===== src/rtl/string_fifo_avalon_master_if.sv =====
// ============================================================================
// Module      : string_fifo_avalon_master_if
// Description : Avalon-MM bus between the string FIFO initiator and the
//               accelerator's FIFO register slave (reg0 = data, reg2 = status).
//   av_chipselect  master->slave  high whenever av_read or av_write is high
//   av_address     master->slave  word address (0 = data, 2 = status)
//   av_write       master->slave  write strobe
//   av_writedata   master->slave  write data
//   av_read        master->slave  read strobe
//   av_readdata    slave->master  read data, READ_LATENCY cycles after accept
//   av_waitrequest slave->master  stall; master holds its outputs while high
// Revision    : 1.0 - initial release
// ============================================================================
`default_nettype none

interface string_fifo_avalon_master_if;
  logic        av_chipselect;
  logic [2:0]  av_address;
  logic        av_write;
  logic [31:0] av_writedata;
  logic        av_read;
  logic [31:0] av_readdata;
  logic        av_waitrequest;

  modport master (
    output av_chipselect, av_address, av_write, av_writedata, av_read,
    input  av_readdata, av_waitrequest
  );

  modport slave (
    input  av_chipselect, av_address, av_write, av_writedata, av_read,
    output av_readdata, av_waitrequest
  );
endinterface

`default_nettype wire


===== src/rtl/string_fifo_avalon_master.sv =====
// ============================================================================
// Module      : string_fifo_avalon_master
// Description : Avalon-MM initiator for the string accelerator's FIFO slave.
//               LOAD clears the slave FIFO and writes N streamed words to reg0.
//               UNLOAD reads the word count from reg2, then pops up to N words
//               from reg0 onto the output stream. One command at a time; each
//               ends with a one-cycle done pulse carrying word count and error.
//   clk, reset                 clock, asynchronous active-low reset
//   cmd_valid/ready/op/len     command channel (op 0 = LOAD, 1 = UNLOAD)
//   in_valid/ready/data        LOAD input stream
//   out_valid/ready/data       UNLOAD output stream
//   done, done_words, err      completion pulse and its status
//   bus                        Avalon-MM master port
// Revision    : 1.0 - initial release
// ============================================================================
`default_nettype none

module string_fifo_avalon_master #(
  parameter int MAX_WORDS    = 8,
  parameter int READ_LATENCY = 1
) (
  input  logic        clk,
  input  logic        reset,
  input  logic        cmd_valid,
  output logic        cmd_ready,
  input  logic        cmd_op,
  input  logic [3:0]  cmd_len,
  input  logic        in_valid,
  output logic        in_ready,
  input  logic [31:0] in_data,
  output logic        out_valid,
  input  logic        out_ready,
  output logic [31:0] out_data,
  output logic        done,
  output logic [3:0]  done_words,
  output logic        err,
  string_fifo_avalon_master_if.master bus
);

  localparam logic [3:0] MAX_W    = 4'(MAX_WORDS);
  localparam logic [1:0] LAT_LAST = 2'(READ_LATENCY - 1);

  typedef enum logic [3:0] {
    S_IDLE, S_CLR, S_WAITIN, S_WR, S_STAT, S_STAT_WAIT,
    S_RD, S_RD_WAIT, S_PUSH, S_DONE
  } state_t;

  state_t      state, state_n;
  logic [3:0]  len_q;
  logic        clamp_err;
  logic        short_err;
  logic [3:0]  cnt;
  logic [3:0]  rd_n;
  logic [31:0] data_q;
  logic [1:0]  lat_cnt;

  logic [3:0]  len_acc;
  logic [3:0]  cnt_inc;
  logic [3:0]  avail;
  logic [3:0]  rd_n_new;
  logic        lat_done;

  assign len_acc  = (cmd_len > MAX_W) ? MAX_W : cmd_len;
  assign cnt_inc  = cnt + 4'd1;
  assign avail    = bus.av_readdata[3:0];
  assign rd_n_new = (avail < len_q) ? avail : len_q;
  // The read counter starts at 0 in the first cycle after acceptance, so the
  // data is present during the cycle in which it reaches READ_LATENCY-1.
  assign lat_done = (lat_cnt == LAT_LAST);

  always_ff @(posedge clk or negedge reset) begin
    if (!reset) state <= S_IDLE;
    else        state <= state_n;
  end

  always_comb begin
    state_n           = state;
    cmd_ready         = 1'b0;
    in_ready          = 1'b0;
    out_valid         = 1'b0;
    out_data          = '0;
    done              = 1'b0;
    done_words        = '0;
    err               = 1'b0;
    bus.av_read       = 1'b0;
    bus.av_write      = 1'b0;
    bus.av_address    = '0;
    bus.av_writedata  = '0;
    case (state)
      S_IDLE: begin
        cmd_ready = 1'b1;
        if (cmd_valid) begin
          if (len_acc == 4'd0) state_n = S_DONE;
          else if (cmd_op)     state_n = S_STAT;
          else                 state_n = S_CLR;
        end
      end
      S_CLR: begin
        bus.av_write   = 1'b1;
        bus.av_address = 3'd2;
        if (!bus.av_waitrequest) state_n = S_WAITIN;
      end
      S_WAITIN: begin
        in_ready = 1'b1;
        if (in_valid) state_n = S_WR;
      end
      S_WR: begin
        bus.av_write     = 1'b1;
        bus.av_address   = 3'd0;
        bus.av_writedata = data_q;
        if (!bus.av_waitrequest) state_n = (cnt_inc == len_q) ? S_DONE : S_WAITIN;
      end
      S_STAT: begin
        bus.av_read    = 1'b1;
        bus.av_address = 3'd2;
        if (!bus.av_waitrequest) state_n = S_STAT_WAIT;
      end
      S_STAT_WAIT: begin
        if (lat_done) state_n = (rd_n_new == 4'd0) ? S_DONE : S_RD;
      end
      S_RD: begin
        bus.av_read    = 1'b1;
        bus.av_address = 3'd0;
        if (!bus.av_waitrequest) state_n = S_RD_WAIT;
      end
      S_RD_WAIT: begin
        if (lat_done) state_n = S_PUSH;
      end
      S_PUSH: begin
        // The next read is only issued once this word has been handed off.
        out_valid = 1'b1;
        out_data  = data_q;
        if (out_ready) state_n = (cnt_inc == rd_n) ? S_DONE : S_RD;
      end
      S_DONE: begin
        done       = 1'b1;
        done_words = cnt;
        err        = clamp_err | short_err;
        state_n    = S_IDLE;
      end
      default: state_n = S_IDLE;
    endcase
    bus.av_chipselect = bus.av_read | bus.av_write;
  end

  always_ff @(posedge clk or negedge reset) begin
    if (!reset) begin
      len_q     <= '0;
      clamp_err <= 1'b0;
      short_err <= 1'b0;
      cnt       <= '0;
      rd_n      <= '0;
      data_q    <= '0;
      lat_cnt   <= '0;
    end else begin
      case (state)
        S_IDLE: begin
          if (cmd_valid) begin
            len_q     <= len_acc;
            clamp_err <= (cmd_len > MAX_W);
            short_err <= 1'b0;
            cnt       <= '0;
            rd_n      <= '0;
          end
        end
        S_WAITIN: if (in_valid) data_q <= in_data;
        S_WR:     if (!bus.av_waitrequest) cnt <= cnt_inc;
        S_STAT, S_RD: lat_cnt <= '0;
        S_STAT_WAIT: begin
          if (lat_done) begin
            rd_n      <= rd_n_new;
            short_err <= (avail < len_q);
          end else begin
            lat_cnt <= lat_cnt + 2'd1;
          end
        end
        S_RD_WAIT: begin
          if (lat_done) data_q  <= bus.av_readdata;
          else          lat_cnt <= lat_cnt + 2'd1;
        end
        S_PUSH: if (out_ready) cnt <= cnt_inc;
        default: ;
      endcase
    end
  end

endmodule

`default_nettype wire


===== src/flat_wrapper.sv =====
// flat-port wrapper written by rule: the top's interface ports become plain ports
module string_fifo_avalon_master_flat 
#(
  parameter int MAX_WORDS    = 8,
  parameter int READ_LATENCY = 1
)
  (clk, reset, cmd_valid, cmd_ready, cmd_op, cmd_len, in_valid, in_ready, in_data, out_valid, out_ready, out_data, done, done_words, err, bus_av_chipselect, bus_av_address, bus_av_write, bus_av_writedata, bus_av_read, bus_av_readdata, bus_av_waitrequest);
  string_fifo_avalon_master_if bus_i ();
  input  logic clk;
  input  logic reset;
  input  logic cmd_valid;
  output logic cmd_ready;
  input  logic cmd_op;
  input  logic [3:0] cmd_len;
  input  logic in_valid;
  output logic in_ready;
  input  logic [31:0] in_data;
  output logic out_valid;
  input  logic out_ready;
  output logic [31:0] out_data;
  output logic done;
  output logic [3:0] done_words;
  output logic err;
  output wire logic [$bits(bus_i.av_chipselect)-1:0] bus_av_chipselect;
  output wire logic [$bits(bus_i.av_address)-1:0] bus_av_address;
  output wire logic [$bits(bus_i.av_write)-1:0] bus_av_write;
  output wire logic [$bits(bus_i.av_writedata)-1:0] bus_av_writedata;
  output wire logic [$bits(bus_i.av_read)-1:0] bus_av_read;
  input wire logic [$bits(bus_i.av_readdata)-1:0] bus_av_readdata;
  input wire logic [$bits(bus_i.av_waitrequest)-1:0] bus_av_waitrequest;
  assign bus_av_chipselect = bus_i.av_chipselect;
  assign bus_av_address = bus_i.av_address;
  assign bus_av_write = bus_i.av_write;
  assign bus_av_writedata = bus_i.av_writedata;
  assign bus_av_read = bus_i.av_read;
  assign bus_i.av_readdata = bus_av_readdata;
  assign bus_i.av_waitrequest = bus_av_waitrequest;
  string_fifo_avalon_master #(.MAX_WORDS(MAX_WORDS), .READ_LATENCY(READ_LATENCY)) u_core (.clk(clk), .reset(reset), .cmd_valid(cmd_valid), .cmd_ready(cmd_ready), .cmd_op(cmd_op), .cmd_len(cmd_len), .in_valid(in_valid), .in_ready(in_ready), .in_data(in_data), .out_valid(out_valid), .out_ready(out_ready), .out_data(out_data), .done(done), .done_words(done_words), .err(err), .bus(bus_i));
endmodule

===== config.mk =====
export PLATFORM = sky130hd
export DESIGN_NAME = string_fifo_avalon_master_flat
export DESIGN_NICKNAME = d
export VERILOG_FILES = /design/src/rtl/string_fifo_avalon_master_if.sv /design/src/rtl/string_fifo_avalon_master.sv /design/src/flat_wrapper.sv
export SDC_FILE = /design/constraint.sdc
export NUM_CORES = 1
export LEC_CHECK = 0
export CELL_PAD_IN_SITES_DETAIL_PLACEMENT = 1
export CELL_PAD_IN_SITES_GLOBAL_PLACEMENT = 2
export CORE_ASPECT_RATIO = 1.75
export CORE_MARGIN = 8
export CORE_UTILIZATION = 25
export DETAILED_ROUTE_END_ITERATION = 10
export PLACE_DENSITY = 0.82
export SETUP_SLACK_MARGIN = 0.3
export SYNTH_ARGS = -nofsm -noshare
export SYNTH_HDL_FRONTEND = slang
export SYNTH_SLANG_ARGS = --single-unit

===== constraint.sdc =====
create_clock -name clk -period 4 [get_ports clk]
set_clock_uncertainty 0.15 [all_clocks]
set_input_delay 0.6 -clock clk [delete_from_list [all_inputs] [get_ports clk]]
set_output_delay 0.6 -clock clk [all_outputs]
set_load 0.03 [all_outputs]

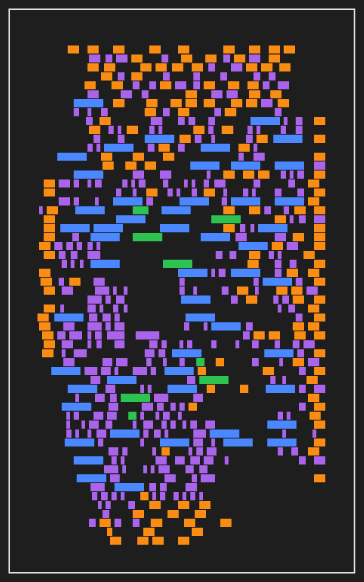
**Above:** cells coloured by class.
class	colour	cells
remaining buffers and delay cells	orange	158
clock drivers and dummy loads	green	8
sequential cells	blue	52
combinational and other logic	purple	311

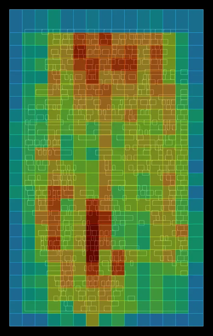
**Above:** track usage over the die.
total global-route track usage: 14.5%
met1 usage: 14.6%
fin util: 38.8%
GRT met3 Usage: 2.26%
drt wl/cell: 18.9 um

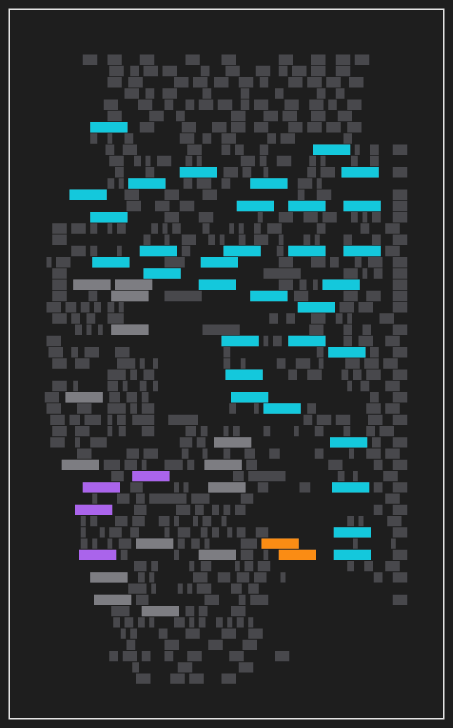
**Above:** register map, names as in the netlist.
netlist name	colour	flops
`u_core.data_q`	cyan	32
`u_core.lat_cnt`	orange	2
`u_core.rd_n`	purple	4
not coloured	14
Flop area: 1300 sq um
sequential cell area share: 24.9%

## sequential cells by signal, indices dropped and copies added (netlist names)
name              cells
u_core.len_q          4
u_core.clamp_err      1
u_core.rd_n           4
u_core.data_q        32
u_core.lat_cnt        2
u_core.cnt            4
u_core.short_err      1
u_core.state          4
## metrics by stage
stage / power [uW] / setup WS [ps] / instances / cell area, sq um
3_3_place_gp: 2790 / 749 / 695 / 5070
3_5_place_dp: 2860 / 583 / 695 / 5070
5_1_grt: 3540 / 503 / 703 / 5220
2_1_floorplan: 2200 / 1140 / 395 / 3440
4_1_cts: 3320 / 635 / 703 / 5220
6_report: 3270 / 672 / 703 / 5220
## layer usage
metal | up-vias | wire length (um)
li1 | 1626 | -
met1 | 1611 | 4920
met2 | 77 | 7750
met3 | 8 | 413
met4 | 0 | 187
met5 | - | 0
==> metrics.cfg <==
[flow_run]
warnings=26
drv_cap=0

[grt]
antenna_found_initial=0
grtUsageMet2_pct=29.5
grt_start_max_net_pins=65
grt_pass1_vias=3568
busiest_layer=met2
overflow=0

[die]
fp_util_pct=25.6
core-area_sq_um=13500
rows=56
tap_cells=174
die-height_um=171

[power_and_ir_drop]
top_power_group=combinational cells
pg_seq_uw=978
comb-power_uw=1840
pwr-share-clk_pct=13.8
swShare_pct=47.0
p_leak_uw=0.00240

[synth]
yosysWarnings=0
xor_area_share_pct=3.06
avgSynthCellArea_sq_um=8.73
compound_area_share_pct=13.3
muxShareOfSynthArea_pct=11.8
synth.most_common_cell=nand2_1
topCellsByArea=dfrtp_1 38%, mux2i_1 10%, and2_1 6.7%
async_flop_share_pct=100
synth_area_sq_um=3440
ys_ff=52
ys_sh_simple_pct=26.6
top_logic_kind=simple AND/OR/NAND/NOR gates
synth_stat.cells=394
edf_count=0

[final_timing]
slew_headroom_pct=23.7
fin_tns_setup_ps=0
grt_setup_unrepaired=false
layout_min_cycle_time_ps=3330
setup_viol=0
final_hold_viol_count=0
slew_violations=0

[critical_path]
cp-endpoint=bus_av_writedata[25]
path_cells=nor2_1 > and3_2 > and2_1 > clkdlybuf4s50_1
required_ps=3250
cp_max_fo=35
reg2regPathDepth=8
ff2ff_setup_slack_ps=1370
timing.rr.end=u_core.state[1]
crit_buf_inv=1
end_kind=output port

[cts]
numCtsBuffers=5
cts_hold_buf=0
cts_resized=1
h-tree-depth=2

[layout]
drive_gt1_share_pct=5.67
logic_area_sq_um=1960
n_antenna_cell=0
comb-cell-share_pct=37.5
largest_cell_class=logic gates
bufAreaShareNonClock_pct=29.9
num-clock-buffers=6
syn_to_final_growth_pct=51.8
comb_cells=303
inverters=8

[placement]
hpwl_mm=10.5

[route]
final_antenna_net_count=0
wl_mm=13.3
vias_per_cell=4.73
vias=3322
drt-initial-drc-count=124

[status]
outcome=finished clean

[min_path]
hp-class=primary input to async pin

No activity file was given, so power comes from the tool's default toggle rates.
